[src/rtl/multicycle_ctrl_if.sv]
// Control/handshake bundle between the multi-cycle sequencer and the datapath/memory.
// The master side is the sequencer; the slave side is the datapath plus shared memory.
interface multicycle_ctrl_if #(
  parameter int CNT_W = 16
);
  logic [3:0]       op;
  logic             zero;
  logic             neg;
  logic             mem_ready;
  logic             mem_req;
  logic             iord;
  logic             ir_we;
  logic             pc_we;
  logic [1:0]       PCsrc;
  logic [2:0]       ALUOp;
  logic             alucsrc;
  logic             wreg;
  logic             m2reg;
  logic             jal;
  logic             wmem;
  logic             memc;
  logic             instr_done;
  logic [CNT_W-1:0] retired;

  modport master (
    input  op, zero, neg, mem_ready,
    output mem_req, iord, ir_we, pc_we, PCsrc, ALUOp, alucsrc,
           wreg, m2reg, jal, wmem, memc, instr_done, retired
  );

  modport slave (
    output op, zero, neg, mem_ready,
    input  mem_req, iord, ir_we, pc_we, PCsrc, ALUOp, alucsrc,
           wreg, m2reg, jal, wmem, memc, instr_done, retired
  );
endinterface

[src/rtl/multicycle_ctrl.sv]
// Multi-cycle sequencer: FETCH/DECODE/EXEC/MEM/WB phases for the 16-bit CPU,
// sharing one memory port between fetch and data access, with a retire counter.
module multicycle_ctrl #(
  parameter int CNT_W = 16
) (
  input  logic               clk,
  input  logic               rst_n,
  multicycle_ctrl_if.master  bus
);

  typedef enum logic [2:0] {
    S_IDLE,
    S_FETCH,
    S_DECODE,
    S_EXEC,
    S_MEM,
    S_WB
  } state_t;

  state_t           state_q, state_d;
  logic [CNT_W-1:0] retired_q;

  logic       mem_req, iord, ir_we, pc_we;
  logic [1:0] pc_src;
  logic [2:0] alu_op;
  logic       alu_src, wreg, m2reg, jal, wmem, memc, instr_done;
  logic       taken;

  always_ff @(posedge clk or negedge rst_n) begin
    if (!rst_n) begin
      state_q   <= S_IDLE;
      retired_q <= '0;
    end else begin
      state_q <= state_d;
      if (instr_done) begin
        retired_q <= retired_q + CNT_W'(1);
      end
    end
  end

  // op[3]=ALU (op[2]=immediate form), op[3:2]=01 load/store (op[1]=store, op[0]=word),
  // op[3:2]=00 control transfer: jal, jalr, beq, ble.
  always_comb begin
    state_d    = state_q;
    mem_req    = 1'b0;
    iord       = 1'b0;
    ir_we      = 1'b0;
    pc_we      = 1'b0;
    pc_src     = 2'b00;
    alu_op     = 3'b000;
    alu_src    = 1'b0;
    wreg       = 1'b0;
    m2reg      = 1'b0;
    jal        = 1'b0;
    wmem       = 1'b0;
    memc       = 1'b0;
    instr_done = 1'b0;
    taken      = 1'b0;
    case (state_q)
      S_IDLE: state_d = S_FETCH;
      S_FETCH: begin
        mem_req = 1'b1;
        memc    = 1'b1;
        if (bus.mem_ready) begin
          ir_we   = 1'b1;
          pc_we   = 1'b1;
          state_d = S_DECODE;
        end
      end
      S_DECODE: state_d = S_EXEC;
      S_EXEC: begin
        if (bus.op[3]) begin
          alu_op  = {1'b0, bus.op[1:0]};
          alu_src = bus.op[2];
          state_d = S_WB;
        end else if (bus.op[2]) begin
          alu_src = 1'b1;
          state_d = S_MEM;
        end else begin
          instr_done = 1'b1;
          state_d    = S_FETCH;
          case (bus.op[1:0])
            2'b00: begin
              pc_we  = 1'b1;
              pc_src = 2'b01;
              wreg   = 1'b1;
              jal    = 1'b1;
            end
            2'b01: begin
              alu_src = 1'b1;
              pc_we   = 1'b1;
              pc_src  = 2'b10;
              wreg    = 1'b1;
              jal     = 1'b1;
            end
            default: begin
              alu_op = 3'b001;
              taken  = bus.op[0] ? (bus.zero | bus.neg) : bus.zero;
              pc_we  = taken;
              pc_src = taken ? 2'b01 : 2'b00;
            end
          endcase
        end
      end
      S_MEM: begin
        mem_req = 1'b1;
        iord    = 1'b1;
        alu_src = 1'b1;
        memc    = bus.op[0];
        wmem    = bus.op[1];
        if (bus.mem_ready) begin
          instr_done = bus.op[1];
          state_d    = bus.op[1] ? S_FETCH : S_WB;
        end
      end
      S_WB: begin
        // Only ALU ops and loads reach WB; keep the ALU operands they had in EXEC.
        wreg       = 1'b1;
        instr_done = 1'b1;
        m2reg      = ~bus.op[3];
        alu_op     = bus.op[3] ? {1'b0, bus.op[1:0]} : 3'b000;
        alu_src    = bus.op[3] ? bus.op[2] : 1'b1;
        state_d    = S_FETCH;
      end
      default: state_d = S_IDLE;
    endcase
  end

  assign bus.mem_req    = mem_req;
  assign bus.iord       = iord;
  assign bus.ir_we      = ir_we;
  assign bus.pc_we      = pc_we;
  assign bus.PCsrc      = pc_src;
  assign bus.ALUOp      = alu_op;
  assign bus.alucsrc    = alu_src;
  assign bus.wreg       = wreg;
  assign bus.m2reg      = m2reg;
  assign bus.jal        = jal;
  assign bus.wmem       = wmem;
  assign bus.memc       = memc;
  assign bus.instr_done = instr_done;
  assign bus.retired    = retired_q;

endmodule
[src/flat_wrapper.sv]
// flat-port wrapper written by rule: the top's interface ports become plain ports
module multicycle_ctrl_flat 
#(
  parameter int CNT_W = 16
)
  (clk, rst_n, bus_op, bus_zero, bus_neg, bus_mem_ready, bus_mem_req, bus_iord, bus_ir_we, bus_pc_we, bus_PCsrc, bus_ALUOp, bus_alucsrc, bus_wreg, bus_m2reg, bus_jal, bus_wmem, bus_memc, bus_instr_done, bus_retired);
  multicycle_ctrl_if #(.CNT_W(CNT_W)) bus_i ();
  input  logic clk;
  input  logic rst_n;
  input wire logic [$bits(bus_i.op)-1:0] bus_op;
  input wire logic [$bits(bus_i.zero)-1:0] bus_zero;
  input wire logic [$bits(bus_i.neg)-1:0] bus_neg;
  input wire logic [$bits(bus_i.mem_ready)-1:0] bus_mem_ready;
  output wire logic [$bits(bus_i.mem_req)-1:0] bus_mem_req;
  output wire logic [$bits(bus_i.iord)-1:0] bus_iord;
  output wire logic [$bits(bus_i.ir_we)-1:0] bus_ir_we;
  output wire logic [$bits(bus_i.pc_we)-1:0] bus_pc_we;
  output wire logic [$bits(bus_i.PCsrc)-1:0] bus_PCsrc;
  output wire logic [$bits(bus_i.ALUOp)-1:0] bus_ALUOp;
  output wire logic [$bits(bus_i.alucsrc)-1:0] bus_alucsrc;
  output wire logic [$bits(bus_i.wreg)-1:0] bus_wreg;
  output wire logic [$bits(bus_i.m2reg)-1:0] bus_m2reg;
  output wire logic [$bits(bus_i.jal)-1:0] bus_jal;
  output wire logic [$bits(bus_i.wmem)-1:0] bus_wmem;
  output wire logic [$bits(bus_i.memc)-1:0] bus_memc;
  output wire logic [$bits(bus_i.instr_done)-1:0] bus_instr_done;
  output wire logic [$bits(bus_i.retired)-1:0] bus_retired;
  assign bus_i.op = bus_op;
  assign bus_i.zero = bus_zero;
  assign bus_i.neg = bus_neg;
  assign bus_i.mem_ready = bus_mem_ready;
  assign bus_mem_req = bus_i.mem_req;
  assign bus_iord = bus_i.iord;
  assign bus_ir_we = bus_i.ir_we;
  assign bus_pc_we = bus_i.pc_we;
  assign bus_PCsrc = bus_i.PCsrc;
  assign bus_ALUOp = bus_i.ALUOp;
  assign bus_alucsrc = bus_i.alucsrc;
  assign bus_wreg = bus_i.wreg;
  assign bus_m2reg = bus_i.m2reg;
  assign bus_jal = bus_i.jal;
  assign bus_wmem = bus_i.wmem;
  assign bus_memc = bus_i.memc;
  assign bus_instr_done = bus_i.instr_done;
  assign bus_retired = bus_i.retired;
  multicycle_ctrl #(.CNT_W(CNT_W)) u_core (.clk(clk), .rst_n(rst_n), .bus(bus_i));
endmodule
[config.mk]
export PLATFORM = sky130hd
export DESIGN_NAME = multicycle_ctrl_flat
export DESIGN_NICKNAME = d
export VERILOG_FILES = /design/src/rtl/multicycle_ctrl_if.sv /design/src/rtl/multicycle_ctrl.sv /design/src/flat_wrapper.sv
export SDC_FILE = /design/constraint.sdc
export NUM_CORES = 1
export LEC_CHECK = 0
export ABC_AREA = 1
export CAP_MARGIN = 20
export CORE_UTILIZATION = 43
export CTS_BUF_LIST = sky130_fd_sc_hd__clkbuf_2 sky130_fd_sc_hd__clkbuf_4 sky130_fd_sc_hd__clkbuf_8
export CTS_CLUSTER_DIAMETER = 80
export DETAILED_ROUTE_END_ITERATION = 7
export PLACE_DENSITY_LB_ADDON = 0.3
export SLEW_MARGIN = 25
export SYNTH_ARGS = -nofsm -noshare
export SYNTH_HDL_FRONTEND = slang
export SYNTH_SLANG_ARGS = --single-unit
[constraint.sdc]
create_clock -name clk -period 1.4 [get_ports clk]
set_clock_uncertainty 0.2 [all_clocks]
set_input_delay 0.14 -clock clk [delete_from_list [all_inputs] [get_ports clk]]
set_output_delay 0.14 -clock clk [all_outputs]
set_load 0.01 [all_outputs]
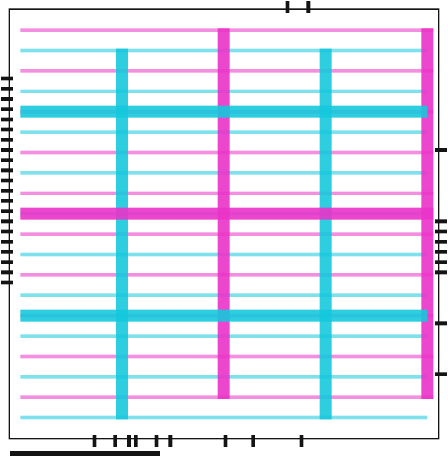
Figure 1: run 1, power grid.
The bar under the picture is 20 um long. Pins as bars on the die edge.
| colour | net |
|---|---|
| magenta | VDD |
| cyan | VSS |
met5 straps: 3
met1 rails: 20

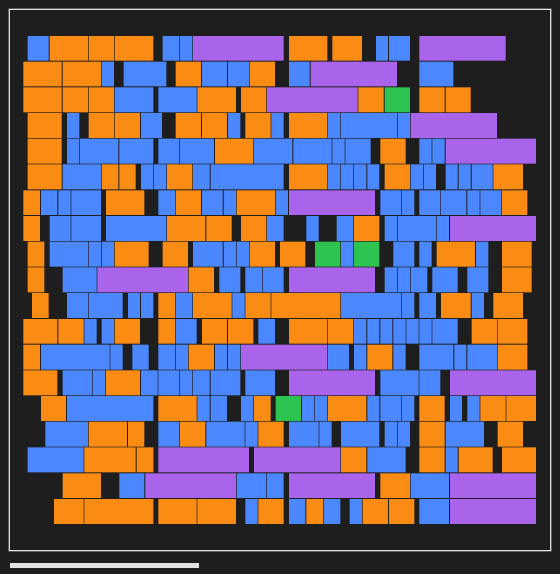
Figure 2: run 1, placed cells, one colour a class.
The bar under the picture is 20 um long.
| colour | class | cells |
|---|---|---|
| orange | other buffers and delay cells | 106 |
| green | clock drivers and dummy loads | 4 |
| purple | flops | 19 |
| blue | combinational and other logic | 163 |

==> results.py, run 1 <==
# Metrics from the implementation run
metrics = {
    "floorplanning": {
        "die_area_mm2": 0.00326,
        "initial_core_util_pct": 46.5,
        "io-pin-count": 41,
    },
    "synthesis": {
        "ys_cells": 185,
        "ys_top_cells_by_count": "nand2_1, nor2_1, dfrtp_1, inv_1, nand3_1",
        "syn_inst": 185,
        "synth-adder-area-share_pct": 0.959,
        "edf_count": 0,
    },
    "finish": {
        "final_cell_area_mm2": 0.00250,
        "inverters": 20,
        "fin_util_pct": 89.0,
        "comb_share_pct": 38.2,
        "lay_top_count": "buf_4",
        "nNetsFinal": 303,
    },
    "run_status": {
        "violations": "design-rule violations, negative setup slack",
        "status": "complete, but fails checks",
    },
    "cts": {
        "clk_pin_slew_ps": 110,
        "cts_buffers": 3,
    },
    "detailed_routing": {
        "drt_pass1_iterations": 7,
        "met1Wirelength_mm": 2.09,
        "drc": 6,
        "routed_wl_mm": 5.82,
        "dr_wl_met2_mm": 2.91,
    },
    "placement": {
        "dp_hpwl_mm": 2.59,
        "place.gp.congestion": 0.778,
        "dp_slack_ps": -628,
    },
    "setup_path": {
        "startpoint": "u_core.state_q[0]$_DFFE_PN0P_",
        "path_cells": "buf_6 -> inv_4 -> buf_6 -> nor2_4 -> nand2_4 -> o21ai_1 -> buf_2",
        "crit_slowest_cell": "dfrtp_1",
        "cp.arrival_ps": 1470,
        "critical_path_class": "reg2out",
        "critPathTopFamily": "flip-flops",
    },
    "sta": {
        "fin_crit_ps": 1810,
        "setup_viol": 34,
        "finalHoldViolCount": 0,
        "slew_violations": 0,
        "setup_ws_ps": -411,
    },
    "global_route": {
        "track_usage_pct": 31.0,
        "grt_start_max_net_pins": 20,
        "use_met2_pct": 54.5,
        "antenna_found_initial": 0,
    },
    "power": {
        "ir_drop_mv": 1.63,
        "p_total_mw": 4.38,
    },
    "job": {
        "warnings": 29,
    },
}
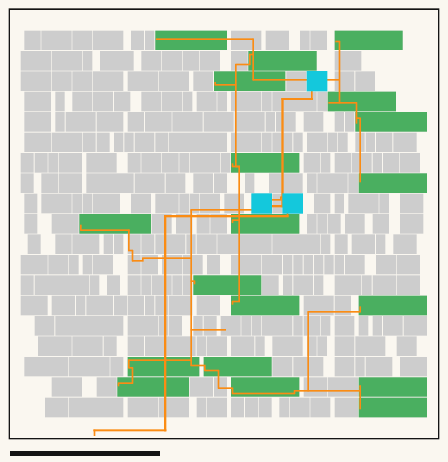
Figure 3: run 1, routed clock nets over the placement.
The bar under the picture is 20 um long.
[cyan] clock drivers | count: 3
[orange] clock wires | length: 299 um
[green] flip-flops | count: 19
routed clock nets: 4

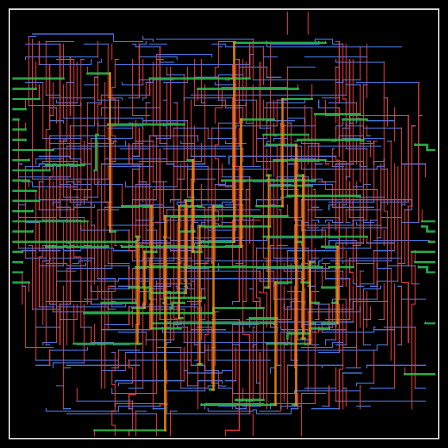
Figure 4: run 1, signal wires by layer.
| colour | layer | wire length |
|---|---|---|
| orange | metal 4 | 337 um |
| blue | metal 1 | 2090 um |
| green | metal 3 | 481 um |
| red | metal 2 | 2910 um |

[run 1: power breakdown]
group | internal, mW | total, mW | switching (mW) | leakage, nW
Clock | 0.131 | 0.325 | 0.194 | 0.0184
Combinational | 1.61 | 3.21 | 1.60 | 1.02
Sequential | 0.697 | 0.841 | 0.144 | 0.232
Total | 2.44 | 4.38 | 1.94 | 1.27
[run 1: what timing repair did]
item / CTS / global route
endpoints found under the hold margin: 19 / 0
setup buffers: 29 / 8
endpoints found under the setup margin: 50 / 39
hold buffers: 1 / 0
resized: 139 / 49
pin swaps: 7 / 27
gates cloned: 2 / 0
[run 1: sequential cells by signal, summed over array words and instances, names as in the netlist]
| register | count |
|---|---|
| u_core.bus.retired | 16 |
| u_core.state_q | 3 |
--- run 2 (diff from run 1) ---
--- a/config.mk
+++ b/config.mk
@@ -11,7 +11,7 @@
 export CTS_BUF_LIST = sky130_fd_sc_hd__clkbuf_2 sky130_fd_sc_hd__clkbuf_4 sky130_fd_sc_hd__clkbuf_8
 export CTS_CLUSTER_DIAMETER = 80
 export DETAILED_ROUTE_END_ITERATION = 7
-export PLACE_DENSITY_LB_ADDON = 0.3
+export PLACE_DENSITY_LB_ADDON = 0.1
 export SLEW_MARGIN = 25
 export SYNTH_ARGS = -nofsm -noshare
 export SYNTH_HDL_FRONTEND = slang
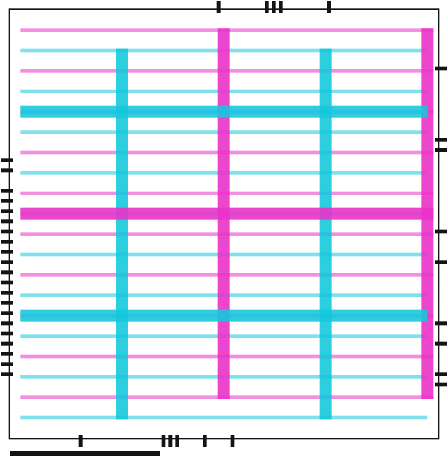
Figure 5: run 2, power grid.
The bar under the picture is 20 um long. Pins as bars on the die edge.
core area: 0.00281 mm2
die height: 57.1 um
VDD IR-drop max: 1.48 mV
Die X: 57.1 um

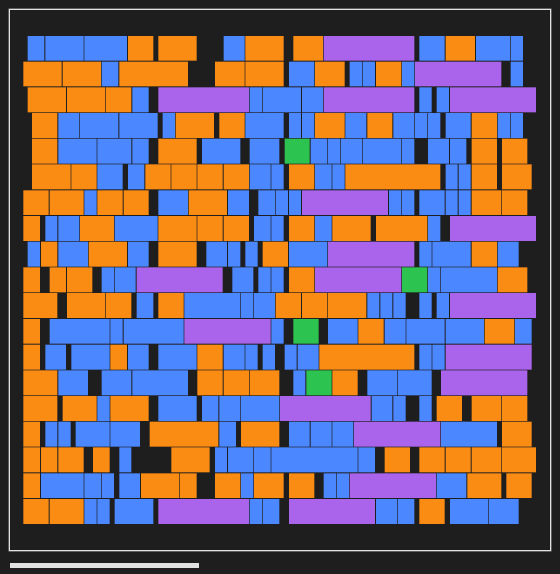
Figure 6: run 2, placed cells, one colour a class.
The bar under the picture is 20 um long.
| colour | class | cells |
|---|---|---|
| blue | combinational and other logic | 163 |
| purple | flops | 19 |
| green | clock drivers and dummy loads | 4 |
| orange | other buffers and delay cells | 110 |

==> run 2 against run 1 <==
The flow still finishes with violations (design-rule violations, negative setup slack). First-iteration DRC count rose by 80%. Combinational power rose by 7.5%. Global-route usage rose by 1.6 points. Count of clock-buffer cells in the layout did not move. Sequential cell count did not move. Largest cell class is now buffers.
==> results.py, run 2 <==
# Metrics from the implementation run
metrics = {
    "sta": {
        "clock.fmax_ghz": 0.540,
        "setup_viol": 34,
        "finalHoldViolCount": 0,
        "rsz0062_at_grt": "yes",
        "fin_crit_ps": 1850,
        "slew_violations": 0,
        "setup_ws_ps": -451,
        "fin_setup_tns_ps": -11440,
    },
    "job": {
        "warnings": 29,
    },
    "setup_path": {
        "cpPeakStageDelay_ps": 460,
        "crit_path_start_kind": "flip-flop",
        "cp.arrival_ps": 1510,
        "worst_r2r_startpoint": "u_core.state_q[0]$_DFFE_PN0P_",
        "critical_path_class": "reg2out",
        "r2r_setup_slack_ps": -410,
        "crit_slowest_cell": "dfrtp_2",
        "critPathMaxFanout": 3,
        "path_cells": "buf_6 -> nor2_4 -> nand2_2 -> nand2_2 -> nand2_2 -> nor2_1 -> buf_2",
        "startpoint": "u_core.state_q[1]$_DFFE_PN0P_",
        "worstPathRequired_ps": 1060,
        "r2r_cells": 8,
        "critPathTopFamily": "flip-flops",
    },
    "power": {
        "p_per_area_mw_per_mm2": 1760,
        "pwr-share-seq_pct": 17.7,
        "intPower_mw": 2.58,
        "p_total_mw": 4.58,
        "p_sw_share_pct": 43.8,
        "seq-power_uw": 811,
        "combPwrFrac_pct": 75.2,
        "pwr-share-clk_pct": 7.1,
        "power_leader": "combinational logic",
        "switchingPower_mw": 2.01,
        "clk-power_uw": 325,
        "p_comb_mw": 3.45,
    },
    "synthesis": {
        "synth-adder-area-share_pct": 0.959,
        "mux_share_pct": 0,
        "synth-warning-count": 0,
        "largest_area_cell": "dfrtp_1",
        "edf_count": 0,
        "ys_ff": 19,
        "yosysUniqueCellTypes": 30,
        "synth_top_area_share_pct": 36.4,
        "ys_cells": 185,
        "area_leaders": "dfrtp_1, nand2_1, nand3_1, nor2_1, inv_1",
        "yosysMostFrequentCell": "nand2_1",
        "xor_share_pct": 4.60,
        "top_logic_kind": "simple AND/OR/NAND/NOR gates",
        "ys_top_cells_by_count": "nand2_1, nor2_1, dfrtp_1, inv_1, nand3_1",
        "netlist_area_mm2": 0.00131,
        "syn_inst": 185,
    },
    "floorplanning": {
        "initial_core_util_pct": 46.5,
        "die_area_mm2": 0.00326,
        "num_rows": 19,
        "io-pin-count": 41,
    },
    "detailed_routing": {
        "met1Wirelength_mm": 2.25,
        "dr_wl_met2_mm": 3.18,
        "first_iter_violations": 275,
        "wl_per_cell_um": 19.3,
        "drc": 7,
        "drt_pass1_iterations": 7,
        "routed_wl_mm": 6.32,
    },
    "cts": {
        "cts_buffers": 3,
        "clk_pin_slew_ps": 120,
        "htree_levels": 1,
        "clockBufferDepth": 2,
    },
    "global_route": {
        "grt_pass1_wl_mm": 8.28,
        "grt_start_max_net_pins": 20,
        "track_usage_pct": 32.7,
        "antenna_found_initial": 0,
        "use_met2_pct": 61.2,
        "gr-max-usage-layer": "met2",
    },
    "run_status": {
        "status": "complete, but fails checks",
        "violations": "design-rule violations, negative setup slack",
    },
    "finish": {
        "fin_util_pct": 92.7,
        "final_cell_area_mm2": 0.00260,
        "final-seq-area_um2": 482,
        "nNetsFinal": 307,
        "lay_top_count": "buf_4",
        "antenna_cells": 0,
        "fillers": 107,
        "largest_reg_flops": 16,
    },
    "placement": {
        "dp_hpwl_mm": 2.64,
        "dp_slack_ps": -667,
        "place.gp.congestion": 0.841,
    },
    "min_path": {
        "worstHoldEndpoint": "u_core.bus.retired[15]$_DFFE_PN0P_",
        "hold_start": "u_core.bus.retired[15]$_DFFE_PN0P_",
    },
}
-- run 2: cell families (layout without fill, tap and decap cells) --
kind of cell | after synthesis | after routing
xor gates and xnor gates | 6 | 6
DFF | 19 | 19
AOI/OAI and AO/OA | 19 | 19
adders and majority gates | 1 | 1
and+or+nand+nor | 116 | 116
other | 1 | 1
buffers and inverters | 23 | 134
-- run 2: timing repair --
action | in CTS | in global routing
cloned | 3 | 0
setup endpoints to repair | 50 | 35
buffers inserted | 35 | 9
endpoints found under the hold margin | 19 | 0
hold buffers | 1 | 0
pin swaps | 18 | 17
gates resized | 154 | 38
-- run 2: cell type report --
type	count	share of cell area (%)
clock buffers	4	1.15
inverters	20	3.27
multi-input cells	143	37.7
flip-flops and latches	19	18.5
well taps	31	1.49
repair buffers	110	37.9
--- run 3 (diff from run 2) ---
--- a/config.mk
+++ b/config.mk
@@ -11,6 +11,7 @@
 export CTS_BUF_LIST = sky130_fd_sc_hd__clkbuf_2 sky130_fd_sc_hd__clkbuf_4 sky130_fd_sc_hd__clkbuf_8
 export CTS_CLUSTER_DIAMETER = 80
 export DETAILED_ROUTE_END_ITERATION = 7
+export HOLD_SLACK_MARGIN = 0.03
 export PLACE_DENSITY_LB_ADDON = 0.1
 export SLEW_MARGIN = 25
 export SYNTH_ARGS = -nofsm -noshare
==> constraint.sdc (replaced) <==
create_clock -name clk -period 1.4 [get_ports clk]
set_clock_uncertainty 0.2 [all_clocks]
set_input_delay 0.14 -clock clk [delete_from_list [all_inputs] [get_ports clk]]
set_output_delay 0.14 -clock clk [all_outputs]
set_load 0.1 [all_outputs]
==> run 3 against run 2 <==
The run now fails in clock tree synthesis. Synthesized area is the same. Synthesized cell count stayed put.
==> results.py, run 3 <==
# Generated from Yosys and OpenROAD reports
metrics = {
    "run_status": {
        "status": "did not finish",
        "haltStage": "clock tree synthesis",
        "firstError": "[ERROR DPL-0038] Utilization greater than 100%, impossible to legalize",
    },
    "synthesis": {
        "ys_ff": 19,
        "ys.flop_type": "dfrtp_1",
        "synth_top_area_share_pct": 36.4,
        "synthArstFlopShare_pct": 100,
        "synth-warning-count": 0,
        "netlist_area_mm2": 0.00131,
        "largest_area_cell": "dfrtp_1",
        "edf_count": 0,
        "ys_cells": 185,
        "yosys-stat-area_mm2": 0.00131,
        "syn_avg_cell_area_um2": 7.05,
        "yosysUniqueCellTypes": 30,
        "area_leaders": "dfrtp_1, nand2_1, nand3_1, nor2_1, inv_1",
        "ys_top_cells_by_count": "nand2_1, nor2_1, dfrtp_1, inv_1, nand3_1",
        "ys_seq_share_pct": 36.4,
        "yosysMostFrequentCell": "nand2_1",
        "syn-num-nets": 195,
        "syn_inst": 185,
    },
    "placement": {
        "dp_hpwl_mm": 3.86,
        "io_buffers": 39,
        "place_inst": 284,
        "place.gp.congestion": 0.889,
    },
    "cts": {
        "cts.sinks": 19,
        "cts_buffers": 3,
        "post-cts-setup-buffers": 17,
        "htree_levels": 1,
        "cts_repair_resize_count": 35,
        "cts-root-buf": "clkbuf_4",
        "cts_hold_buf": 1,
        "clockBufferDepth": 2,
    },
    "floorplanning": {
        "die_x_um": 57.1,
        "io-pin-count": 41,
        "num_rows": 19,
        "initial_core_util_pct": 46.5,
        "die_h_um": 57.1,
    },
}
[run 3: cells by family after synthesis]
kind of cell	share of synthesized area [%]
other	0.287
and+or+nand+nor	40.2
AOI/OAI and AO/OA	9.20
buffers and inverters	8.34
adders and majority gates	0.959
DFF	36.4
xor gates and xnor gates	4.60
[run 3: stage by stage]
| step | TNS, ps | util, % | setup slack [ps] | cell area [um2] | total power [mW] |
|---|---|---|---|---|---|
| floorplan | -6130 | - | -465 | 1670 | 3.94 |
| detailed placement | -11560 | 92.8 | -522 | 2600 | 5.56 |
| global placement | -8820 | 92.8 | -428 | 2600 | 5.41 |
--- run 4 (diff from run 3) ---
--- a/config.mk
+++ b/config.mk
@@ -7,12 +7,10 @@
 export LEC_CHECK = 0
 export ABC_AREA = 1
 export CAP_MARGIN = 20
-export CORE_UTILIZATION = 43
-export CTS_BUF_LIST = sky130_fd_sc_hd__clkbuf_2 sky130_fd_sc_hd__clkbuf_4 sky130_fd_sc_hd__clkbuf_8
-export CTS_CLUSTER_DIAMETER = 80
+export CORE_AREA = 2 2 63 65
 export DETAILED_ROUTE_END_ITERATION = 7
-export HOLD_SLACK_MARGIN = 0.03
-export PLACE_DENSITY_LB_ADDON = 0.1
+export DIE_AREA = 0 0 65 67
+export PLACE_DENSITY_LB_ADDON = 0.15
 export SLEW_MARGIN = 25
 export SYNTH_ARGS = -nofsm -noshare
 export SYNTH_HDL_FRONTEND = slang
==> constraint.sdc (replaced) <==
create_clock -name clk -period 1.8 [get_ports clk]
set_clock_uncertainty 0.2 [all_clocks]
set_input_delay 0.18 -clock clk [delete_from_list [all_inputs] [get_ports clk]]
set_output_delay 0.18 -clock clk [all_outputs]
set_load 0.1 [all_outputs]
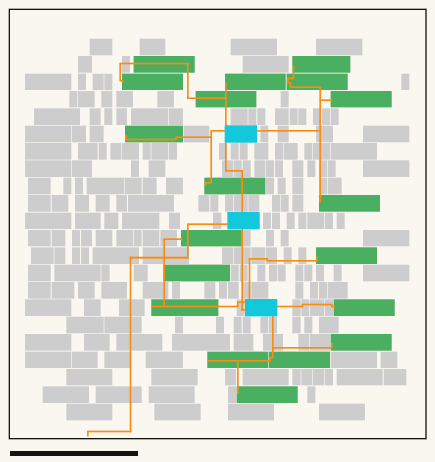
Figure 7: run 4, routed clock nets over the placement.
The bar under the picture is 20 um long.
[cyan] clock drivers | count: 3
[green] flip-flops | count: 19
[orange] clock wires | length: 289 um
routed clock nets: 4

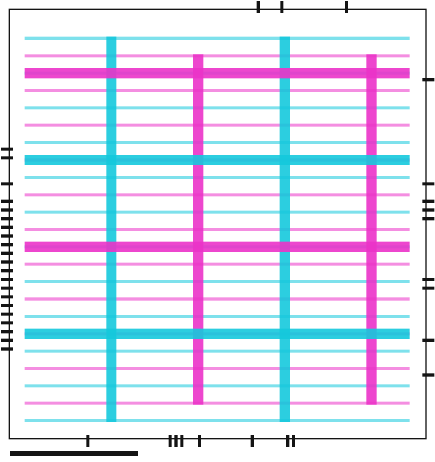
Figure 8: run 4, power grid.
The bar under the picture is 20 um long. Pins as bars on the die edge.
| colour | net |
|---|---|
| cyan | VSS |
| magenta | VDD |
signal pins: 41
met1 rails: 23
met5 straps: 4
rows: 22

==> run 4 against run 3 <==
The run now ends with negative setup slack left. Synthesized cell count is the same. Synthesized area did not move.
==> results.py, run 4 <==
# Metrics from the implementation run
metrics = {
    "placement": {
        "place_area_mm2": 0.00227,
        "place_inst": 282,
        "io_buffers": 39,
        "dp_hpwl_mm": 2.71,
        "dp_slack_ps": -140,
        "place.gp.congestion": 0.831,
    },
    "synthesis": {
        "synthArstFlopShare_pct": 100,
        "yosysUniqueCellTypes": 30,
        "edf_count": 0,
        "ys_seq_share_pct": 36.4,
        "ys_ff": 19,
        "area_leaders": "dfrtp_1, nand2_1, nand3_1, nor2_1, inv_1",
        "ys.flop_type": "dfrtp_1",
        "syn-num-nets": 195,
        "yosys-stat-area_mm2": 0.00131,
        "ys_top_cells_by_count": "nand2_1, nor2_1, dfrtp_1, inv_1, nand3_1",
        "synth-warning-count": 0,
        "yosysMostFrequentCell": "nand2_1",
        "syn_inst": 185,
        "ys_cells": 185,
        "netlist_area_mm2": 0.00131,
        "syn_avg_cell_area_um2": 7.05,
        "synth_top_area_share_pct": 36.4,
        "largest_area_cell": "dfrtp_1",
    },
    "power": {
        "switchingPower_mw": 2.35,
        "pwr-share-clk_pct": 7.4,
        "pwr-share-seq_pct": 18.6,
        "ir_drop_mv": 1.72,
    },
    "setup_path": {
        "critPathTopFamily": "simple AND/OR/NAND/NOR gates",
        "r2r_end": "u_core.bus.retired[8]$_DFFE_PN0P_",
        "cpPeakStageDelay_ps": 420,
        "worstPathRequired_ps": 1420,
        "critPathMaxFanout": 6,
        "worst_setup_path_end_kind": "output pin",
        "crit_path_start_kind": "flip-flop",
        "cp.depth": 6,
    },
    "cts": {
        "clockBufferDepth": 2,
        "cts_buffers": 3,
        "cts.sinks": 19,
        "cts_repair_resize_count": 9,
        "cts_hold_buf": 0,
        "post-cts-setup-buffers": 3,
        "htree_levels": 1,
        "cts-root-buf": "clkbuf_8",
    },
    "sta": {
        "setup_viol": 10,
        "setup_ws_ps": -83.0,
        "rsz0062_at_grt": "yes",
        "fin_crit_ps": 1880,
        "hold-worst-slack_ps": 60.3,
        "period_used_pct": 105,
    },
    "run_status": {
        "status": "complete, but fails checks",
        "violations": "negative setup slack",
    },
    "job": {
        "warnings": 29,
    },
    "global_route": {
        "grt_pass1_wl_mm": 6.44,
        "met1_usage_pct": 20.5,
        "grt_pass1_vias": 1465,
        "overflow": 0,
        "grt_start_max_net_pins": 25,
        "use_met2_pct": 35.2,
    },
    "detailed_routing": {
        "top_layer": "met4",
        "routed_wl_mm": 3.54,
    },
    "floorplanning": {
        "die_h_um": 67,
        "num_rows": 22,
        "coreArea_mm2": 0.00361,
        "well_tap_count": 48,
        "io-pin-count": 41,
        "initial_core_util_pct": 36.2,
        "die_area_mm2": 0.00436,
        "die_x_um": 65,
    },
    "finish": {
        "clock_area_share_pct": 1.89,
        "final_cell_mix": "nand2_1, buf_12, inv_1",
        "drive_gt1_share_pct": 41.1,
        "combGateArea_um2": 863,
        "comb_cells": 143,
        "antenna_cells": 0,
        "lay_top_count": "nand2_1",
    },
    "min_path": {
        "hold_path.class": "in2async",
    },
}
[run 4: cell counts after synthesis]
Identical to the previous run, type by type.
[run 4: power by group through the flow]
| stage | combinational (mW) | sequential (mW) | clock, mW |
|---|---|---|---|
| after detailed placement | 2.94 | 0.770 | 0 |
| final | 3.05 | 0.765 | 0.304 |
| after CTS | 3.04 | 0.767 | 0.307 |
| after global placement | 2.92 | 0.765 | 0 |
| after floorplan | 1.46 | 1.22 | 0 |
| after global routing | 3.20 | 0.784 | 0.330 |
[run 4: cells by family after synthesis]
logic type	count (synthesis)	synth area share, %
simple gates	116	40.2
buf+inv	23	8.34
compound gates	19	9.20
flops	19	36.4
xor+xnor	6	4.60
fa+ha+maj	1	0.959
other cells	1	0.287

==> layout pictures side by side <==
Congestion heat map.
(a)
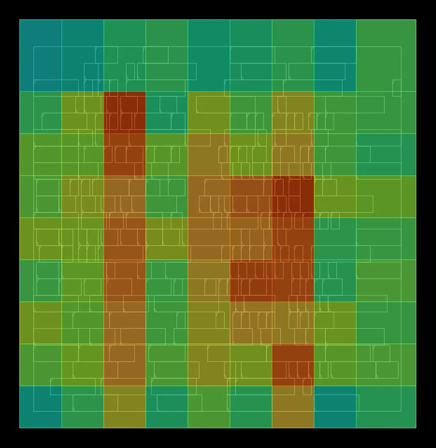
(b)
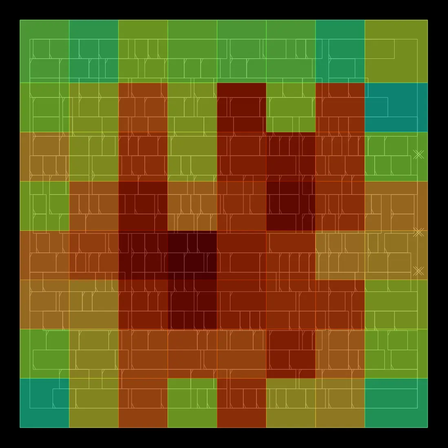
(c)
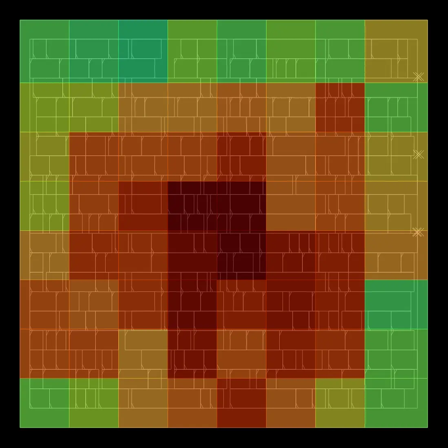
(a) comes from run 4.
(c) comes from run 2.
(b) comes from run 1.
Of these, lowest track usage: (a)
Of these, lowest utilization: (a)

Power figures rest on the tool's default switching activity, not on a simulated workload.
